Design ctrl_seq, sky130hd; sources not shown.
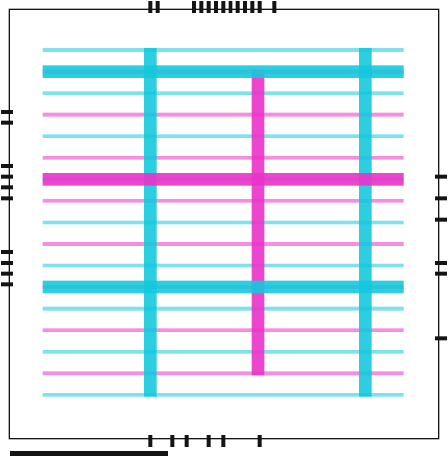
Figure 1: power grid.
Scale bar: 20 µm. Pins as bars on the die edge.
net	color
VSS	cyan
VDD	magenta
rows	16
met5 straps	3
met4 straps	3
VDD IR max: 853 µV
floorplan core area: 1980 µm²

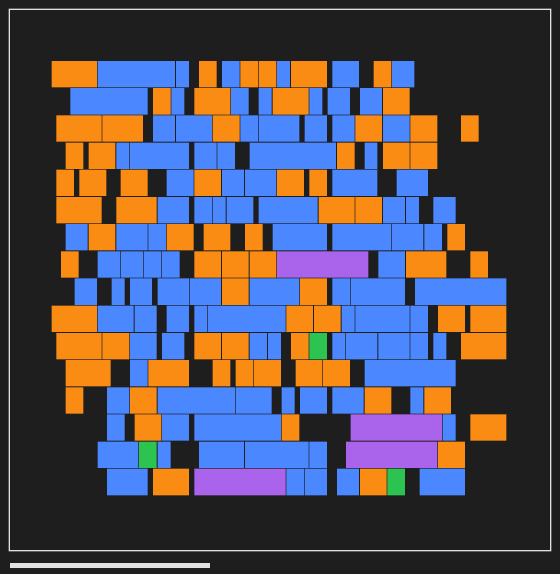
Figure 2: cells colored by class.
Scale bar: 20 µm.
class	color	cells
flops	purple	4
cells driving clock nets	green	3
other buffers and delay cells	orange	72
all other logic	blue	100
utilization after layout: 78.4%
final cell area excluding filler cells: 1550 µm²
flop share of the area: 6.44%
Core Rows: 16

==> summary.txt <==
Outcome - finished with violations
Failing checks - negative setup slack
Logic cell area - 822 µm²
Post-Synthesis Cells - 115
Worst clock skew - 0.0196 ns
Net Count, Synth - 131
Pwr dens - 1250 nW/µm²
Number of DRC markers after the initial detailed-route iteration - 38
Input/output buffers - 33
Wire length after detailed routing - 3.25 mm
Detailed-route wire length per cell - 15.8 µm
Clock network latency to the later pin of the worst-skew pair - 0.24 ns
Path length in cells of the critical path - 6
Clock tree from TritonCTS - done
Fraction of area in multi-input gates - 52.9%
Switching power - 0.881 mW
Reported leakage power - 0.776 nW
Final-report hold violation count - 0
Count of multi-input gates - 94
Hold WS - 0.290 ns
Top_reg_cell synth - dfrtp_1
Fraction of power consumed by combinational cells - 86.4%
Vias in the first global route - 1076
Avg Synthesized Cell Area - 7.37 µm²
AND-OR/OR-AND Cells, Area Fraction - 27.2%
Setup repair after global routing missed its margin - yes
Area delta synth->final - 83.5%
Post-placement cell count - 200
Final net count - 197
Commonest cells in the netlist - 10 x a21oi_1, 10 x nand2_1, 7 x nand2b_1
Dominant kind of cell - logic gates
Number of H-tree levels - 1
Worst setup slack for register-to-register paths - 0.07 ns
Clock group total power - 0.100 mW
Antenna violations before repair - 0
Post-DP HPWL - 2.23 mm
Non-clk buf share - 36.1%
Top cell type's share of synthesized area - 11.8%
Required @ worst endpoint - 1.36 ns
Number of detailed-route iterations in the first pass - 4
Max stage delay cell, worst path - dfrtp_1
Count of warning messages emitted by the tools - 30
Vertical die dimension - 54.0 µm
Count of nets left with antenna violations after detail routing - 0
Placed cell areas - 1450 µm²
Largest net degree at the start of global routing - 13
Biggest area cells - dfrtp_1 12%, a21oi_1 5.9%, nand2b_1 5.2%, ha_1 4.4%, nand2_1 4.4%
Routability Congestion - 0.837
# Cells Yosys - 115
Area taken by flip-flops and latches - 100 µm²
Via Count - 1134
Maximum cell stage delay along the critical path - 0.40 ns
Number of storage elements in the synthesis netlist - 4
Setup TNS Final - -2.27 ns
Type of the most critical hold path - primary input to async pin
Grt total ovfl - 0
DR vias/cell - 5.50
Clock network area share - 0.966%
Simple-Gate Fraction of Synth Area - 40.6%
Buffers & Inverters on Critical Path - 3
Floorplan utilization - 42.7%
Xor-xnor portion of the synthesized cell area - 3.10%
Setup-failing EPs final - 19
Crit-path cells - ha_4, buf_4, buf_6, a21oi_2, and3_1, buf_2
Max capacitance violation total - 0
Filler cell count - 125
Global-route total usage across every layer - 21.1%
Kind of cell with the highest combined delay on the critical path - flip-flops
Number of clock buffers in the layout - 3
Horizontal die size - 54.0 µm
Final setup slack of the worst path - -0.195 ns
Tap Cells - 27
Clock sink count - 4
Adder-cell area share of the yosys netlist - 4.43%
Sequential share of power - 8.5%
Reported combinational group power - 1.68 mW
Endpoint type of the worst setup path - output port
Library cell occupying the most area in the post-synthesis netlist - dfrtp_1
Flip-flop and latch power - 0.165 mW
-- cells in the final DEF, fill, tap and decap left out, types with 3 or more instances in the layout --
master / netlist / layout
a21oi_1: 10 / 7
and2_1: 4 / 4
and3_1: 3 / 3
and4_1: 4 / 3
buf_2: 6 / 16
buf_4: 2 / 35
buf_6: 2 / 4
clkbuf_2: 0 / 6
clkdlybuf4s50_1: 0 / 7
dfrtp_1: 4 / 4
dlymetal6s2s_1: 0 / 7
inv_1: 6 / 3
inv_2: 0 / 3
nand2_1: 10 / 8
nand2b_1: 7 / 6
nor2_1: 5 / 4
nor2b_1: 3 / 3
o21ai_0: 6 / 5
o31ai_4: 0 / 3
-- routing by layer --
metal	global-route usage, %	share of wire (%)
met1	24.3	37
met2	38.5	55
met3	4.99	6.1
met4	5.81	1.8
met5	0	0
Power and IR drop assume default switching activity.
